**src/rtl/hbus_pkg.sv**
```systemverilog
// hbus_pkg: constants shared by the HyperBus register/read/write sequencers.
//   HBUS_DW / HBUS_CAW : pad word width and command-address width.
//   CA_*               : command-address bit positions.
//   ST_*               : sequencer state encodings.
//   cyc_cnt_w()        : width of the shared cycle down-counter.
//   ca_reg_wr_ok()     : true when a CA word encodes a register-space write.
package hbus_pkg;

    localparam int HBUS_DW  = 16;
    localparam int HBUS_CAW = 48;

    // Command-address bit positions.
    localparam int CA_RW    = 47;   // 1 = read, 0 = write
    localparam int CA_AS    = 46;   // 1 = register space, 0 = memory
    localparam int CA_BURST = 45;   // 1 = linear burst, 0 = wrapped

    localparam logic [3:0] ST_IDLE = 4'd0;
    localparam logic [3:0] ST_CSS  = 4'd1;
    localparam logic [3:0] ST_CA0  = 4'd2;
    localparam logic [3:0] ST_CA1  = 4'd3;
    localparam logic [3:0] ST_CA2  = 4'd4;
    localparam logic [3:0] ST_DATA = 4'd5;
    localparam logic [3:0] ST_HOLD = 4'd6;
    localparam logic [3:0] ST_CSHI = 4'd7;
    localparam logic [3:0] ST_DONE = 4'd8;

    // One extra bit so a load of N-1 always fits for either count.
    function automatic int cyc_cnt_w(input int a, input int b);
        return $clog2((a > b) ? a : b) + 1;
    endfunction

    function automatic logic ca_reg_wr_ok(input logic [HBUS_CAW-1:0] ca);
        return !ca[CA_RW] && ca[CA_AS];
    endfunction

endpackage

```
**src/rtl/hbus_wrreg_seq_if.sv**
```systemverilog
// hbus_wrreg_seq_if: arbiter <-> register-write sequencer bundle.
//   stm_start/stm_end : level request / completion handshake
//   casig, wrdata     : command-address and register value (sampled at launch)
//   csn, oe, oe_clk, datain : pad-side controls and word
//   err               : CA check failure flag
// Modports: master = arbiter side, slave = sequencer side.
interface hbus_wrreg_seq_if
    import hbus_pkg::*;
#(
    parameter int DW  = HBUS_DW,
    parameter int CAW = HBUS_CAW
) ();

    logic           stm_start;
    logic           stm_end;
    logic [CAW-1:0] casig;
    logic [DW-1:0]  wrdata;
    logic           csn;
    logic           oe;
    logic           oe_clk;
    logic [DW-1:0]  datain;
    logic           err;

    modport master (
        output stm_start, casig, wrdata,
        input  stm_end, csn, oe, oe_clk, datain, err
    );

    modport slave (
        input  stm_start, casig, wrdata,
        output stm_end, csn, oe, oe_clk, datain, err
    );

endinterface

```
**src/rtl/hbus_cyc_cnt.sv**
```systemverilog
// hbus_cyc_cnt: loadable down-counter with zero flag.
//   clk, rst : clock, synchronous active-high reset
//   load     : load ld_val (takes priority over dec)
//   dec      : decrement; holds at zero (no wrap)
//   zero     : count is zero
module hbus_cyc_cnt #(
    parameter int W = 2
) (
    input  logic         clk,
    input  logic         rst,
    input  logic         load,
    input  logic [W-1:0] ld_val,
    input  logic         dec,
    output logic         zero
);

    logic [W-1:0] cnt;

    always_ff @(posedge clk) begin
        if (rst)
            cnt <= '0;
        else if (load)
            cnt <= ld_val;
        else if (dec && (cnt != '0))
            cnt <= cnt - 1'b1;
    end

    assign zero = (cnt == '0);

endmodule

```
**src/rtl/hbus_wrreg_seq.sv**
```systemverilog
// hbus_wrreg_seq: HyperRAM config-register write sequencer.
// Issues CS# assert, 3 CA words, 1 data word (zero latency), CS# hold,
// CS# high recovery, then holds stm_end until stm_start drops.
//   clk, rst : clock, synchronous active-high reset
//   bus      : hbus_wrreg_seq_if.slave (handshake, CA/data in, pad controls out)
// Optional: define HBUS_WRREG_CACHK_EN to reject CA words that are not
// register-space writes (bus untouched, stm_end with err=1).
// All outputs are registered from the next state, so they change on the
// same edge as the state itself.
module hbus_wrreg_seq
    import hbus_pkg::*;
#(
    parameter int DW       = HBUS_DW,
    parameter int CAW      = HBUS_CAW,
    parameter int CSS_CYC  = 1,
    parameter int CSHI_CYC = 2
) (
    input  logic              clk,
    input  logic              rst,
    hbus_wrreg_seq_if.slave   bus
);

    localparam int CW = cyc_cnt_w(CSS_CYC, CSHI_CYC);

    logic [3:0]     state, nxt;
    logic           start_q;
    logic           launch;
    logic           ca_bad;
    logic [CAW-1:0] ca_r, ca_src;
    logic [DW-1:0]  wd_r;

    logic           cnt_load, cnt_dec, cnt_zero;
    logic [CW-1:0]  cnt_val;

    logic           csn_d, oe_d, ck_d, end_d;
    logic [DW-1:0]  dat_d;
    logic           csn_q, oe_q, ck_q, end_q;
    logic [DW-1:0]  dat_q;

    assign launch = bus.stm_start && !start_q;

`ifdef HBUS_WRREG_CACHK_EN
    assign ca_bad = !ca_reg_wr_ok(bus.casig);
`else
    assign ca_bad = 1'b0;
`endif

    // CSS outputs are registered on the launch edge, before ca_r holds the
    // captured word, so take the first CA word straight from the input then.
    assign ca_src = (state == ST_IDLE) ? bus.casig : ca_r;

    hbus_cyc_cnt #(.W(CW)) u_cnt (
        .clk    (clk),
        .rst    (rst),
        .load   (cnt_load),
        .ld_val (cnt_val),
        .dec    (cnt_dec),
        .zero   (cnt_zero)
    );

    always_comb begin
        nxt      = state;
        cnt_load = 1'b0;
        cnt_val  = '0;
        cnt_dec  = 1'b0;
        case (state)
            ST_IDLE: if (launch) begin
                if (ca_bad) begin
                    nxt = ST_DONE;
                end else begin
                    nxt      = ST_CSS;
                    cnt_load = 1'b1;
                    cnt_val  = CW'(CSS_CYC - 1);
                end
            end
            ST_CSS:  if (cnt_zero) nxt = ST_CA0; else cnt_dec = 1'b1;
            ST_CA0:  nxt = ST_CA1;
            ST_CA1:  nxt = ST_CA2;
            ST_CA2:  nxt = ST_DATA;
            ST_DATA: nxt = ST_HOLD;
            ST_HOLD: begin
                nxt      = ST_CSHI;
                cnt_load = 1'b1;
                cnt_val  = CW'(CSHI_CYC - 1);
            end
            ST_CSHI: if (cnt_zero) nxt = ST_DONE; else cnt_dec = 1'b1;
            ST_DONE: if (!bus.stm_start) nxt = ST_IDLE;
            default: nxt = ST_IDLE;
        endcase
    end

    always_comb begin
        csn_d = 1'b1;
        oe_d  = 1'b0;
        ck_d  = 1'b0;
        end_d = 1'b0;
        dat_d = '0;
        case (nxt)
            ST_CSS:  begin csn_d = 1'b0; oe_d = 1'b1; dat_d = ca_src[CAW-1 -: DW]; end
            ST_CA0:  begin csn_d = 1'b0; oe_d = 1'b1; ck_d = 1'b1; dat_d = ca_src[CAW-1 -: DW]; end
            ST_CA1:  begin csn_d = 1'b0; oe_d = 1'b1; ck_d = 1'b1; dat_d = ca_r[2*DW-1 -: DW]; end
            ST_CA2:  begin csn_d = 1'b0; oe_d = 1'b1; ck_d = 1'b1; dat_d = ca_r[DW-1:0]; end
            ST_DATA: begin csn_d = 1'b0; oe_d = 1'b1; ck_d = 1'b1; dat_d = wd_r; end
            ST_HOLD: csn_d = 1'b0;   // CS# held one cycle past the last CK
            ST_DONE: end_d = 1'b1;
            default: ;
        endcase
    end

    always_ff @(posedge clk) begin
        if (rst) begin
            state   <= ST_IDLE;
            start_q <= 1'b0;
            ca_r    <= '0;
            wd_r    <= '0;
            csn_q   <= 1'b1;
            oe_q    <= 1'b0;
            ck_q    <= 1'b0;
            end_q   <= 1'b0;
            dat_q   <= '0;
        end else begin
            state   <= nxt;
            start_q <= bus.stm_start;
            if (state == ST_IDLE && launch) begin
                ca_r <= bus.casig;
                wd_r <= bus.wrdata;
            end
            csn_q   <= csn_d;
            oe_q    <= oe_d;
            ck_q    <= ck_d;
            end_q   <= end_d;
            dat_q   <= dat_d;
        end
    end

`ifdef HBUS_WRREG_CACHK_EN
    logic err_q;
    always_ff @(posedge clk) begin
        if (rst)
            err_q <= 1'b0;
        else if (state == ST_IDLE && launch)
            err_q <= ca_bad;
    end
    assign bus.err = err_q;
`else
    assign bus.err = 1'b0;
`endif

    assign bus.csn     = csn_q;
    assign bus.oe      = oe_q;
    assign bus.oe_clk  = ck_q;
    assign bus.stm_end = end_q;
    assign bus.datain  = dat_q;

endmodule
```
**src/flat_wrapper.sv**
```systemverilog
// flat-port wrapper written by rule: the top's interface ports become plain ports
module hbus_wrreg_seq_flat import hbus_pkg::*;
#(
    parameter int DW       = HBUS_DW,
    parameter int CAW      = HBUS_CAW,
    parameter int CSS_CYC  = 1,
    parameter int CSHI_CYC = 2
)
  (clk, rst, bus_stm_start, bus_casig, bus_wrdata, bus_stm_end, bus_csn, bus_oe, bus_oe_clk, bus_datain, bus_err);
  hbus_wrreg_seq_if #(.DW(DW), .CAW(CAW)) bus_i ();
  input  logic clk;
  input  logic rst;
  input wire logic [$bits(bus_i.stm_start)-1:0] bus_stm_start;
  input wire logic [$bits(bus_i.casig)-1:0] bus_casig;
  input wire logic [$bits(bus_i.wrdata)-1:0] bus_wrdata;
  output wire logic [$bits(bus_i.stm_end)-1:0] bus_stm_end;
  output wire logic [$bits(bus_i.csn)-1:0] bus_csn;
  output wire logic [$bits(bus_i.oe)-1:0] bus_oe;
  output wire logic [$bits(bus_i.oe_clk)-1:0] bus_oe_clk;
  output wire logic [$bits(bus_i.datain)-1:0] bus_datain;
  output wire logic [$bits(bus_i.err)-1:0] bus_err;
  assign bus_i.stm_start = bus_stm_start;
  assign bus_i.casig = bus_casig;
  assign bus_i.wrdata = bus_wrdata;
  assign bus_stm_end = bus_i.stm_end;
  assign bus_csn = bus_i.csn;
  assign bus_oe = bus_i.oe;
  assign bus_oe_clk = bus_i.oe_clk;
  assign bus_datain = bus_i.datain;
  assign bus_err = bus_i.err;
  hbus_wrreg_seq #(.DW(DW), .CAW(CAW), .CSS_CYC(CSS_CYC), .CSHI_CYC(CSHI_CYC)) u_core (.clk(clk), .rst(rst), .bus(bus_i));
endmodule
```
**config.mk**
```make
export PLATFORM = sky130hd
export DESIGN_NAME = hbus_wrreg_seq_flat
export DESIGN_NICKNAME = d
export VERILOG_FILES = /design/src/rtl/hbus_pkg.sv /design/src/rtl/hbus_wrreg_seq_if.sv /design/src/rtl/hbus_cyc_cnt.sv /design/src/rtl/hbus_wrreg_seq.sv /design/src/flat_wrapper.sv
export SDC_FILE = /design/constraint.sdc
export NUM_CORES = 1
export LEC_CHECK = 0
export CORE_MARGIN = 2
export CORE_UTILIZATION = 40
export DETAILED_ROUTE_END_ITERATION = 6
export PLACE_DENSITY = 0.64
export SLEW_MARGIN = 40
export SYNTH_ARGS = -nofsm -noshare
export SYNTH_HDL_FRONTEND = slang
export SYNTH_SLANG_ARGS = --single-unit
export TNS_END_PERCENT = 30
```
**constraint.sdc**
```tcl
create_clock -name clk -period 4.37 [get_ports clk]
set_input_delay 0.437 -clock clk [delete_from_list [all_inputs] [get_ports clk]]
set_output_delay 0.437 -clock clk [all_outputs]
set_load 0.01 [all_outputs]
```
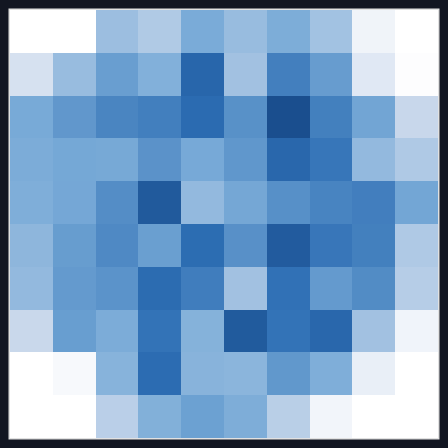
**Above:** run 1 (cell area per tile).
10 x 10 tiles, from white (low) to dark blue (high), 0 to 100% covered.
The fullest tile reaches 88%. 11% of the tiles are over 75% full. The mean over all tiles is 46%. 10% of the tiles are nearly empty.
Util after Layout: 53.3%
core area: 9200 sq um
Pre-Place Util: 41.2%

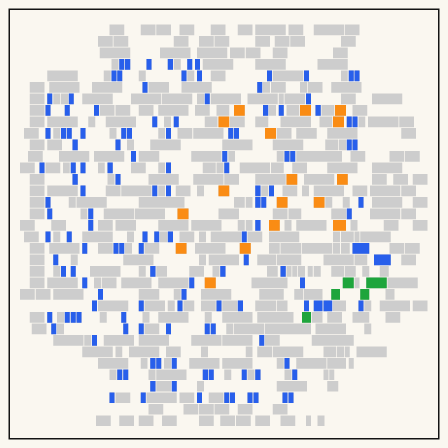
**Above:** run 1 (gate families picked out).
Key: and/or cells = green [cells 5]; non-inverting ao/oa cells = orange [cells 17]; nand cells = blue [cells 137]

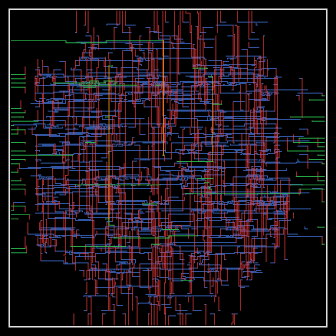
**Above:** run 1 (metal layers overlaid).
Key: M4 = orange [wire length 113 um]; M3 = green [wire length 469 um]; M1 = blue [wire length 4390 um]; M2 = red [wire length 4440 um]

## run 1: stage by stage
step / area, sq um / total power, mW
2_1_floorplan: 3780 / 1.22
3_3_place_gp: 4630 / 1.35
3_5_place_dp: 4660 / 1.36
4_1_cts: 4900 / 2.04
5_1_grt: 4900 / 2.11
6_report: 4900 / 2.02
## run 1: cell type report
class                   count  area, sq um
clock buffers              11          141
multi-input cells         309         1790
well taps                 111          139
flip-flops and latches     91         1820
fillers                   890         4300
repair buffers             92          901
inverters                   3         11.3
clock inverters             4         98.8
## run 1: final timing paths
path	start	to	depth (start not counted)
worst max-delay path	u_core.state[2]	u_core.ca_r[27]	6
worst min-delay path	u_core.ca_r[34]	u_core.ca_r[34]	2
worst max register to register	u_core.state[2]	u_core.ca_r[27]	6
worst min register to register	u_core.ca_r[34]	u_core.ca_r[34]	2
## run 1: metal layers
metal	vias to the layer above	wire length, um	track usage [%]
li1	1648	-	-
met1	1544	4390	25.0
met2	96	4440	30.2
met3	8	468	3.17
met4	0	112	6.65
met5	-	0	0
## run 1: power breakdown
group | switching, mW | leakage [nW] | total (mW) | internal (mW)
clock network | 0.287 | 0.120 | 0.681 | 0.394
registers | 0.0436 | 0.744 | 0.941 | 0.897
logic | 0.211 | 0.885 | 0.400 | 0.189
total | 0.542 | 1.75 | 2.02 | 1.48
## run 1: Yosys cell counts, types with 6 or more instances
| master | number | area share, % |
|---|---|---|
| mux2i_1 | 16 | 4.2 |
| clkbuf_1 | 17 | 1.7 |
| buf_4 | 8 | 1.6 |
| a21oi_1 | 76 | 10 |
| o21a_1 | 16 | 3.2 |
| a21oi_2 | 9 | 2.1 |
| buf_2 | 8 | 1.1 |
| a222oi_1 | 16 | 4.2 |
| nor2_1 | 6 | 0.59 |
| dfxtp_1 | 91 | 48 |
| nand2_1 | 134 | 13 |
==> flow_summary_export.csv, run 1 <==
group,metric,value,unit
place,place_congestion,0.793,
pwr,ir_drop,0.170,mV
logic_synthesis,synthMuxAreaShare,4.23,%
timing,relSlewSlack,49.4,%
cells_and_area,antenna_cells,0,
logic_synthesis,yosysWarningCount,0,
place,portBuffers,86,
timing,hold_viol_final,0,
pwr,powerDensity,413,nW/um^2
floorplan,ios,88,
cells_and_area,syn_to_final_growth,29.5,%
run,warnings,26,
place,placed_cells,606,
cells_and_area,largest_reg_flops,48,
clock_tree,cts-root-buf,"clkbuf_8",
worst_setup_path,cp.buffers_inverters,2,
status,run_status,"completed",
clock_tree,clock.latency.late_pin,0.36,ns
grt,grt_pass1_wl,14.8,mm
logic_synthesis,ys.flops,91,
worst_setup_path,cpPeakStageDelay,0.63,ns
timing,grt_setup_unrepaired,"no",
timing,finalSetupViolCount,0,
pwr,p_leak,1.75,nW
timing,fin_hold_ws,0.457,ns
drt,via_count,3296,
drt,route.detailed.drc,0,
clock_tree,cts_setup_buffers,0,
clock_tree,cts_sinks,91,
drt,vias_per_cell,5.31,
logic_synthesis,ys_seq_share,48.1,%
worst_setup_path,r2r_setup_slack,1.70,ns
logic_synthesis,fp_nets,507,
worst_setup_path,crit_fanout,35,
## Run 2: what changed since run 1
--- a/config.mk
+++ b/config.mk
@@ -8,7 +8,7 @@
 export CORE_MARGIN = 2
 export CORE_UTILIZATION = 40
 export DETAILED_ROUTE_END_ITERATION = 6
-export PLACE_DENSITY = 0.64
+export PLACE_DENSITY = 0.67
 export SLEW_MARGIN = 40
 export SYNTH_ARGS = -nofsm -noshare
 export SYNTH_HDL_FRONTEND = slang
==> constraint.sdc (replaced) <==
create_clock -name clk -period 2.4 [get_ports clk]
set_input_delay 0.24 -clock clk [delete_from_list [all_inputs] [get_ports clk]]
set_output_delay 0.24 -clock clk [all_outputs]
set_load 0.01 [all_outputs]
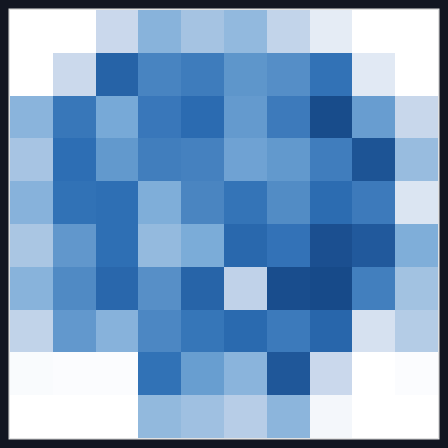
**Above:** run 2 (cell area per tile).
10 x 10 tiles, from white (low) to dark blue (high), 0 to 100% covered.
The emptiest ninth of the die: lower left. The fullest tile reaches 90%. 15% of the tiles are nearly empty. The mean over all tiles is 47%. 15% of the tiles are over 75% full.

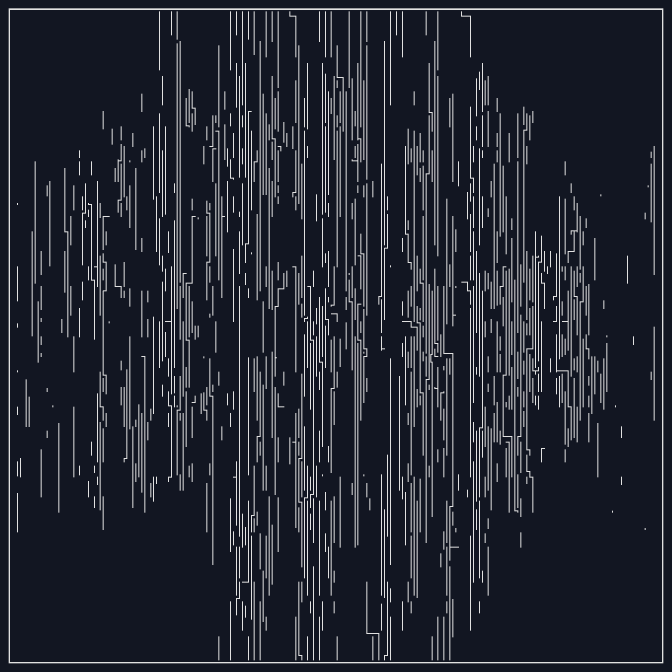
**Above:** run 2 (the metal 2 layer).
The layer carries 5180 um of wire. The layer holds 52% of the routed length.

==> run 2 against run 1 <==
The run now ends with design-rule violations left. Critical path depth fell by 1. Total power rose by 84%. Clock skew fell by 0.0046 ns. Critical endpoint is now u_core.bus.datain[3]. Highest routed layer unchanged.
==> flow_summary_export.csv, run 2 <==
group,metric,value,unit
timing,relSlewSlack,55.9,%
drt,maxUsedRoutingLayer,"met4",
logic_synthesis,fp_nets,507,
logic_synthesis,yosysMostFrequentCell,"nand2_1",
logic_synthesis,netlist_top_cells_count,"nand2_1, dfxtp_1, a21oi_1",
cells_and_area,final_util,54.0,%
logic_synthesis,area_leaders,"dfxtp_1, nand2_1, a21oi_1, a222oi_1, mux2i_1",
timing,hold_viol_final,0,
floorplan,fp_util,41.2,%
pwr,ir_drop,0.432,mV
status,run_status,"complete, but fails checks",
grt,gr-usage-met1,22.9,%
drt,via_count,3328,
drt,wire_per_inst,15.9,um
worst_setup_path,crit_fanout,17,
grt,grt_pass1_wl,15.7,mm
drt,vias_per_cell,5.30,
logic_synthesis,ys.flops,91,
logic_synthesis,yosysWarningCount,0,
logic_synthesis,yosysTopAreaCellShare,48.1,%
floorplan,core_area,9200,sq um
clock_tree,cts_setup_buffers,0,
floorplan,ios,88,
timing,finalSetupViolCount,0,
pwr,p_leak,1.78,nW
cells_and_area,largest_reg_flops,48,
clock_tree,clock.latency.late_pin,0.35,ns
logic_synthesis,top_area_cell,"dfxtp_1",
drt,met2_length,5.18,mm
worst_setup_path,cp.buffers_inverters,1,
worst_setup_path,cpPeakStageDelay,0.73,ns
grt,grtUsageMet2,35.7,%
place,portBuffers,86,
status,failed_checks,"design-rule violations",
place,place_congestion,0.945,
clock_tree,cts_sinks,91,
pwr,total_power,3.72,mW
drt,wl_met3,485,um
grt,grt_busiest_layer,"met2",
drt,route.detailed.drc,1,
worst_setup_path,crit_chain,"xor2_1 -> or3_1 -> a31o_1 -> buf_4 -> a21oi_1",
place,post_dp_cell_area,4720,sq um
logic_synthesis,synth.avg_cell_area,8.62,sq um
timing,grt_setup_unrepaired,"no",
cells_and_area,fin_area,4960,sq um
cells_and_area,syn_to_final_growth,31.2,%
==> run 2: cell counts after synthesis <==
Identical to the previous run, type by type.
==> run 2: cells by family after synthesis <==
logic type      Yosys count  share of synthesized area, %
fa+ha+maj                 1                         0.331
buf+inv                  39                          5.52
other cells               1                        0.0991
compound gates          130                          22.8
simple gates            160                          18.6
flops                    91                          48.1
mux                      16                          4.23
xor+xnor                  1                         0.231
==> run 2: layout make-up <==
class	instances	area, sq um
clock buffers	11	141
clock inverters	4	98.8
fillers	836	4230
inverters	3	11.3
multi-input cells	309	1770
flip-flops and latches	91	1820
well taps	111	139
repair buffers	99	978
==> run 2: power breakdown <==
group          switching, mW  leakage [nW]  internal, mW
sequential            0.0947         0.744          1.63
clock                  0.517         0.120         0.717
combinational          0.388         0.920         0.373
==> run 2: per-stage QoR <==
step / setup WS, ns / hold WS, ns / instances
floorplan: 0.584 / 0.368 / 439
global placement: 0.205 / 0.441 / 612
detailed placement: 0.348 / 0.446 / 612
CTS: 0.355 / 0.283 / 627
global route: 0.244 / 0.305 / 628
finish: 0.355 / 0.294 / 628
==> run 2: path summary, 6_finish.rpt <==
path / startpoint / to / slack (ns) / depth (start not counted)
hold reg to reg: u_core.ca_r[35] / u_core.ca_r[35] / 0.46 / 2
setup / recovery: u_core.state[2] / u_core.bus.datain[3] / 0.36 / 5
setup reg to reg: u_core.state[2] / u_core.bus.datain[3] / 0.36 / 5
hold / removal: rst / u_core.ca_r[37] / 0.29 / 2
==> run 2: worst reg2reg max path, stage by stage (launching register included) <==
cell and delay (ns):
dfxtp_1 0.73, xor2_1 0.20, or3_1 0.43, a31o_1 0.24
buf_4 0.21, a21oi_1 0.17
## Run 3: what changed since run 2
--- a/config.mk
+++ b/config.mk
@@ -9,7 +9,7 @@
 export CORE_UTILIZATION = 40
 export DETAILED_ROUTE_END_ITERATION = 6
 export PLACE_DENSITY = 0.67
-export SLEW_MARGIN = 40
+export SLEW_MARGIN = 20
 export SYNTH_ARGS = -nofsm -noshare
 export SYNTH_HDL_FRONTEND = slang
 export SYNTH_SLANG_ARGS = --single-unit
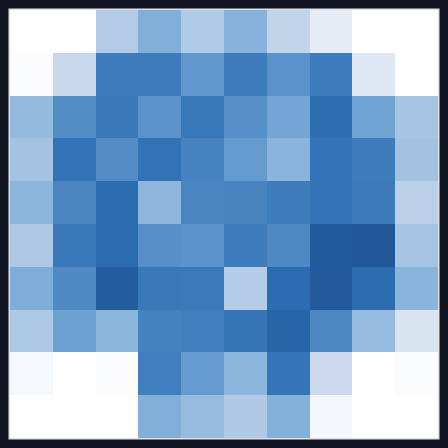
**Above:** run 3 (cell area per tile).
10 x 10 tiles, from white (low) to dark blue (high), 0 to 100% covered.
14% of the tiles are nearly empty. 9.0% of the tiles are over 75% full. The fullest tile reaches 84%. The mean over all tiles is 47%.

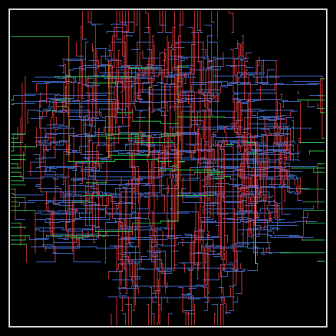
**Above:** run 3 (metal layers overlaid).
Key: M1 = blue [wire length 4080 um]; M3 = green [wire length 532 um]; M2 = red [wire length 5210 um]; M4 = orange [wire length 189 um]
all-layer global routing usage: 20.5%
Routed WL: 10.0 mm

==> run 3 against run 2 <==
The flow now finishes without violations. Via count up 0.90%. Hold slack worse by 0.028 ns. Routed wire length up 0.44%. Worst setup slack worse by 0.095 ns. Cell area down 0.76%. Combinational power about the same. Global-route usage up 0.54 points. Clock-buffer cell count down 1. Synthesized area unchanged. Clock skew down 0.0017 ns. Critical path type unchanged. Critical endpoint is now u_core.bus.datain[4]. Largest cell class unchanged.
==> flow_summary_export.csv, run 3 <==
group,metric,value,unit
place,post-place-ws,0.210,ns
timing,grt_setup_unrepaired,"no",
run,warnings,26,
place,place_congestion,0.945,
worst_setup_path,cpPeakStageDelay,0.84,ns
logic_synthesis,netlist_top_cells_count,"nand2_1, dfxtp_1, a21oi_1",
logic_synthesis,fp_nets,507,
min_path,min_from,"rst",
cells_and_area,largest_reg_flops,48,
floorplan,core_area,9200,sq um
place,portBuffers,86,
worst_setup_path,cp.buffers_inverters,0,
worst_setup_path,cp-startpoint,"u_core.state[1]",
worst_setup_path,crit_chain,"nor4b_4 -> a222oi_1 -> o21a_1 -> a21oi_1",
status,run_status,"completed",
logic_synthesis,ys_seq_share,48.1,%
drt,vias_per_cell,5.35,
cells_and_area,antenna_cells,0,
timing,fin_hold_ws,0.266,ns
drt,via_count,3358,
pwr,total_power,3.58,mW
cells_and_area,final_cells,628,
worst_setup_path,r2r_start,"u_core.state[1]",
floorplan,ios,88,
clock_tree,cts_sinks,91,
timing,finalSetupViolCount,0,
worst_setup_path,r2r_setup_slack,0.26,ns
logic_synthesis,area_leaders,"dfxtp_1, nand2_1, a21oi_1, a222oi_1, mux2i_1",
logic_synthesis,synth.avg_cell_area,8.62,sq um
worst_setup_path,crit_fanout,16,
place,placed_cells,612,
pwr,powerDensity,726,nW/um^2
drt,wire_per_inst,15.9,um
## run 3: cell counts after synthesis
Identical to the previous run, type by type.
## run 3: area by class of cell
cell class | instances | area, sq um
Clock buffer | 10 | 138
Timing Repair Buffer | 98 | 971
Inverter | 3 | 11.3
Sequential cell | 91 | 1820
Clock inverter | 6 | 72.6
Tap cell | 111 | 139
Multi-Input combinational cell | 309 | 1770
Fill cell | 879 | 4270
## run 3: metal layers
layer | global-route usage [%] | share of wire (%) | up-vias | wire (um)
li1 | - | - | 1661 | -
met1 | 23.9 | 41 | 1570 | 4080
met2 | 36.6 | 52 | 111 | 5210
met3 | 5.11 | 5.3 | 16 | 532
met4 | 6.96 | 1.9 | 0 | 189
met5 | 0 | 0 | - | 0
## run 3: path summary, 6_finish.rpt
check / depth (start not counted) / to
worst max-delay path: 4 / u_core.bus.datain[4]
worst min-delay path: 2 / u_core.start_q
worst max register to register: 4 / u_core.bus.datain[4]
worst min register to register: 2 / u_core.ca_r[39]
## run 3: where the power goes
group / internal [mW] / leakage [nW] / switching, mW
Sequential: 1.63 / 0.744 / 0.0932
Clock: 0.521 / 0.103 / 0.566
Combinational: 0.371 / 0.914 / 0.392
Total: 2.53 / 1.76 / 1.05
## run 3: cell families (layout without fill, tap and decap cells)
| logic type | Yosys count | in the layout | synth area share (%) |
|---|---|---|---|
| and+or+nand+nor | 160 | 160 | 18.6 |
| AOI/OAI and AO/OA | 130 | 130 | 22.8 |
| other | 1 | 1 | 0.0991 |
| muxes | 16 | 16 | 4.23 |
| adders and majority gates | 1 | 1 | 0.331 |
| buffers and inverters | 39 | 117 | 5.52 |
| DFF | 91 | 91 | 48.1 |
| xor gates and xnor gates | 1 | 1 | 0.231 |
Power is estimated from default activity; no workload was simulated.
